**M1 wires**

Bar = 20 um.
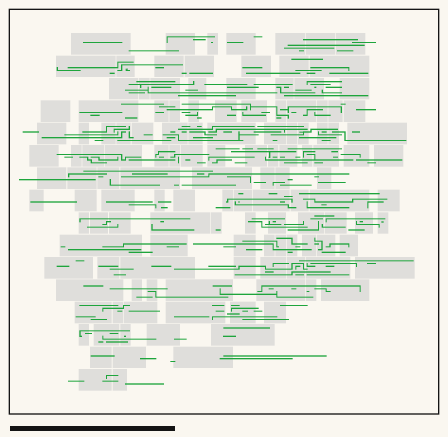
**Met2 routing**

Bar = 20 um.
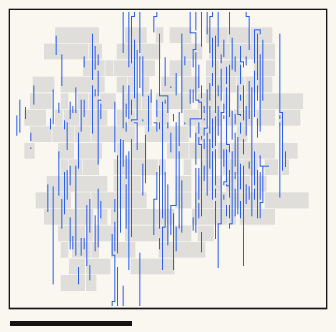
**Signal wires on met3**

Bar = 20 um.
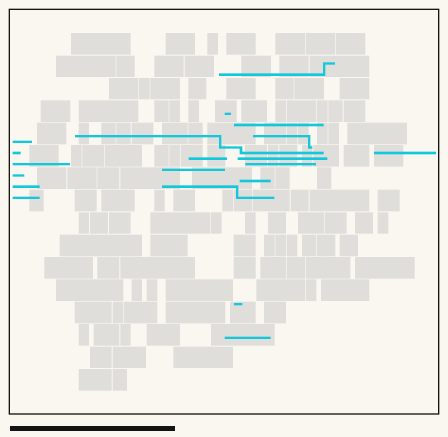
<file path="config.mk">
export PLATFORM = sky130hd
export DESIGN_NAME = prio_scan_enc
export DESIGN_NICKNAME = d
export VERILOG_FILES = /design/src/rtl/prio_scan_pkg.sv /design/src/rtl/prio_enc_n.sv /design/src/rtl/prio_scan_enc.sv
export SDC_FILE = /design/constraint.sdc
export NUM_CORES = 1
export LEC_CHECK = 0
export CAP_MARGIN = 5
export CORE_AREA = 2 2 50 47
export CTS_CLUSTER_DIAMETER = 30
export DETAILED_ROUTE_END_ITERATION = 10
export DIE_AREA = 0 0 52 49
export PLACE_DENSITY = 0.72
export SLEW_MARGIN = 20
export SYNTH_ARGS = -nofsm -noshare
export SYNTH_HDL_FRONTEND = slang
export SYNTH_SLANG_ARGS = --single-unit
</file>
<file path="constraint.sdc">
create_clock -name clk -period 3.6 [get_ports clk]
set_input_delay 0.72 -clock clk [delete_from_list [all_inputs] [get_ports clk]]
set_output_delay 0.72 -clock clk [all_outputs]
set_load 0.01 [all_outputs]
</file>
<file path="src/rtl/prio_scan_pkg.sv">
// Shared definitions for the priority scan encoder.
//   state_e : FSM encoding (IDLE, SCAN)
//   clog2   : constant-evaluable ceil(log2(n)) for index widths
package prio_scan_pkg;

  typedef enum logic {
    IDLE = 1'b0,
    SCAN = 1'b1
  } state_e;

  localparam logic ST_IDLE = 1'b0;
  localparam logic ST_SCAN = 1'b1;

  function automatic int clog2(input int n);
    int r;
    r = 0;
    for (int i = 0; i < 32; i++)
      if ((64'(1) << i) < 64'(n)) r = i + 1;
    return r;
  endfunction

endpackage

</file>
<file path="src/rtl/prio_enc_n.sv">
// Combinational N-to-W priority encoder with selectable scan direction.
//   vec       : input bit vector
//   lsb_first : 1 = lowest set bit wins, 0 = highest set bit wins
//   idx       : index of winning bit (0 when vec is all zero)
//   any       : at least one bit of vec is set
module prio_enc_n
  import prio_scan_pkg::*;
#(
  parameter int N = 8,
  parameter int W = clog2(N)
) (
  input  logic [N-1:0] vec,
  input  logic         lsb_first,
  output logic [W-1:0] idx,
  output logic         any
);

  // Last assignment in loop order wins, so the loop direction picks
  // which end of the vector has priority.
  always_comb begin
    idx = '0;
    any = |vec;
    if (lsb_first) begin
      for (int i = N - 1; i >= 0; i--)
        if (vec[i]) idx = W'(i);
    end else begin
      for (int i = 0; i < N; i++)
        if (vec[i]) idx = W'(i);
    end
  end

endmodule

</file>
<file path="src/rtl/prio_scan_enc.sv">
// Priority scan encoder: accepts an N-bit request vector, then emits the
// index of each set bit, one per output handshake, in priority order.
//   clk, rst           : clock, synchronous active-high reset
//   in_valid/in_ready  : vector input handshake (ready only in IDLE)
//   req, lsb_first     : request vector and scan order, latched on accept
//   out_valid/out_ready: index output handshake
//   out_idx, out_last  : current winner, final-bit flag
//   zero_req           : one-cycle pulse after an all-zero vector is accepted
//   pend_cnt           : number of bits still pending
module prio_scan_enc
  import prio_scan_pkg::*;
#(
  parameter int N = 8,
  parameter int W = clog2(N)
) (
  input  logic         clk,
  input  logic         rst,
  input  logic         in_valid,
  output logic         in_ready,
  input  logic [N-1:0] req,
  input  logic         lsb_first,
  output logic         out_valid,
  input  logic         out_ready,
  output logic [W-1:0] out_idx,
  output logic         out_last,
  output logic         zero_req,
  output logic [W:0]   pend_cnt
);

  state_e       state, state_nxt;
  logic [N-1:0] pend, pend_nxt;
  logic         order, order_nxt;
  logic         zr_nxt;
  logic [W-1:0] win;
  logic         any;
  logic [W:0]   cnt;

  prio_enc_n #(.N(N), .W(W)) u_enc (
    .vec       (pend),
    .lsb_first (order),
    .idx       (win),
    .any       (any)
  );

  // Count is derived from pend itself so it can never drift from it.
  always_comb begin
    cnt = '0;
    for (int i = 0; i < N; i++)
      cnt = cnt + {{W{1'b0}}, pend[i]};
  end

  assign in_ready  = (state == IDLE);
  assign out_valid = (state == SCAN);
  assign out_idx   = win;
  assign pend_cnt  = cnt;
  assign out_last  = (cnt == (W+1)'(1));

  always_comb begin
    state_nxt = state;
    pend_nxt  = pend;
    order_nxt = order;
    zr_nxt    = 1'b0;
    case (state)
      IDLE: begin
        if (in_valid) begin
          pend_nxt  = req;
          order_nxt = lsb_first;
          if (|req) state_nxt = SCAN;
          else      zr_nxt    = 1'b1;
        end
      end
      SCAN: begin
        if (out_ready && any) begin
          pend_nxt = pend & ~(N'(1) << win);
          if (out_last) state_nxt = IDLE;
        end
      end
      default: state_nxt = IDLE;
    endcase
  end

  always_ff @(posedge clk) begin
    if (rst) begin
      state    <= IDLE;
      pend     <= '0;
      order    <= 1'b0;
      zero_req <= 1'b0;
    end else begin
      state    <= state_nxt;
      pend     <= pend_nxt;
      order    <= order_nxt;
      zero_req <= zr_nxt;
    end
  end

endmodule

</file>
==> flow_summary.json <==
{
  "tns_ns": -1.21,
  "htreeDepth": 1,
  "logic_area_sq_um": 571,
  "regMostFlops": "pend",
  "buffers_excl_clock": 37,
  "route.met3.wl_um": 144,
  "numCtsBuffers": 3,
  "top_layer": "met4",
  "finalHoldWorstSlack_ns": 0.584,
  "hold_path_depth": 2,
  "n_fill_cell": 186,
  "dr.pass1.iters": 4,
  "fmax_mhz": 250,
  "drt-initial-drc-count": 26,
  "antenna_found_initial": 0,
  "cts_hold_buf": 0,
  "synth_nets": 113,
  "use_met1_pct": 26.2,
  "setup_viol": 4,
  "cp_top_family": "adder cells",
  "synth_chip_area_sq_um": 800,
  "crit_path_end_kind": "output pin",
  "p_sw_mw": 0.198,
  "flop_cell": "dfxtp_1",
  "ioPinCount": 24,
  "worstRegToRegCells": 12,
  "crit_path_max_fanout": 2,
  "cts_buffer_depth": 2,
  "worstSetupEndpoint": "out_last",
  "die-area_sq_um": 2550,
  "synth_cell_types": 35,
  "final.signal_inverter_count": 16,
  "worst-path-buf-inv": 4,
  "hpwl_um": 1760,
  "slowest_delay_ns": 0.56,
  "finClkSkew_ns": 0.00125,
  "layoutNonFillerInstCount": 160,
  "edf_count": 0,
  "wl_met1_um": 996,
  "grt_use_met3_pct": 4.29,
  "area_leaders": "dfxtp_1 (28%), fa_1 (10%), inv_1 (7.0%)",
  "status": "complete, but fails checks",
  "yosysWarnings": 0,
  "leakage_nw": 0.507,
  "hp-start": "out_valid",
  "wire_per_inst_um": 14.7,
  "syn_area_per_cell_sq_um": 8.69,
  "timing.final.crit_share_pct": 111,
  "sh_comb_area_pct": 45.7,
  "ys_seq_elements": 11,
  "dp_slack_ns": -0.530,
  "violations": "negative setup slack",
  "postRouteAntennaNets": 0,
  "cp.arrival_ns": 3.29,
  "synth_area_sq_um": 800,
  "tool_warnings": 29,
  "cpMostUsedCell": "inv_2",
  "coreArea_sq_um": 2060,
  "p_int_mw": 0.324,
  "finalWeightedCongestion": 0.874,
  "seq_cells": 11,
  "flop_area_sq_um": 221,
  "common_cells": "inv_1 (15), dfxtp_1 (11), nand2_1 (10)",
  "use_met2_pct": 28.9,
  "cp.depth": 11,
  "clk_latency_ns": 0.28,
  "final.setup.worst_slack_ns": -0.408,
  "crit_start": "pend[0]",
  "drt-vias-per-instance": 5.46,
  "dpl_cell_area_sq_um": 1140,
  "period_needed_ns": 4.01,
  "synthArstFlopShare_pct": 0,
  "dp.cells": 151,
  "final-clk-cell-share_pct": 2.10,
  "reg2reg_slack_ns": 0.44,
  "vias": 874,
  "yosys_cells": 92,
  "dr_wl_met2_um": 1170,
  "grt_pass1_vias": 787,
  "grtUsageTotal_pct": 19.4,
  "switching_share_pct": 38.0,
  "worst_pin_slew_ns": 0.784,
  "area_share_nonclk_buffers_pct": 27.0
}
About 'M1 wires':
wire length on this layer = 997 um
nets with wire on the layer = 134
longest straight run = 17.0 um
share of all routed wire = 42%

About 'met2 routing':
nets with wire on the layer = 141
wire length on this layer = 1170 um
main direction = vertical

About 'signal wires on met3':
nets with wire on the layer = 17
main direction = horizontal
share of all routed wire = 6.2%

==> power by group through the flow <==
stage / registers [mW] / logic, mW / clock network (mW)
after global placement: 0.146 / 0.256 / 0
after global routing: 0.146 / 0.308 / 0.0996
final: 0.144 / 0.285 / 0.0924
after detailed placement: 0.146 / 0.260 / 0
after CTS: 0.144 / 0.260 / 0.0932
after floorplan: 0.147 / 0.130 / 0
==> cells by family (layout without fill, tap and decap cells) <==
family	after synthesis	count (layout)	synth area share, %
AOI/OAI and AO/OA	28	28	28.8
and+or+nand+nor	28	28	18.8
buffers and inverters	16	57	7.51
xor gates and xnor gates	1	1	1.10
DFF	11	11	27.5
adders and majority gates	8	8	16.3
==> worst register-to-register path, stage by stage (launching register included) <==
cell      delay (ns)
dfxtp_2         0.34
fa_1            0.56
inv_2           0.04
fa_1            0.46
fa_2            0.55
inv_2           0.04
ha_4            0.15
inv_2           0.05
fa_2            0.43
nand2_1         0.12
nor3_4          0.05
buf_4           0.13
a211oi_1        0.18
==> what timing repair did <==
item,CTS,global route
endpoints found under the setup margin,5,5
setup buffers,4,2
pin swaps,2,1
gates resized,28,9
==> cells in the final DEF (no fill, tap or decap), types with 2 or more instances in the layout <==
| master | count |
|---|---|
| o41ai_1 | 2 |
| fa_2 | 2 |
| dfxtp_1 | 10 |
| inv_1 | 11 |
| a21oi_1 | 2 |
| clkbuf_4 | 3 |
| o31ai_1 | 2 |
| a32o_1 | 2 |
| ha_1 | 3 |
| nand2b_1 | 3 |
| nand2_1 | 10 |
| buf_6 | 5 |
| nor2_1 | 3 |
| o21ai_1 | 6 |
| fa_1 | 2 |
| nor4_1 | 3 |
| clkdlybuf4s50_1 | 18 |
| inv_2 | 5 |
| and3_1 | 2 |
| nor2b_1 | 2 |
| buf_4 | 12 |
Power and IR drop assume default switching activity.
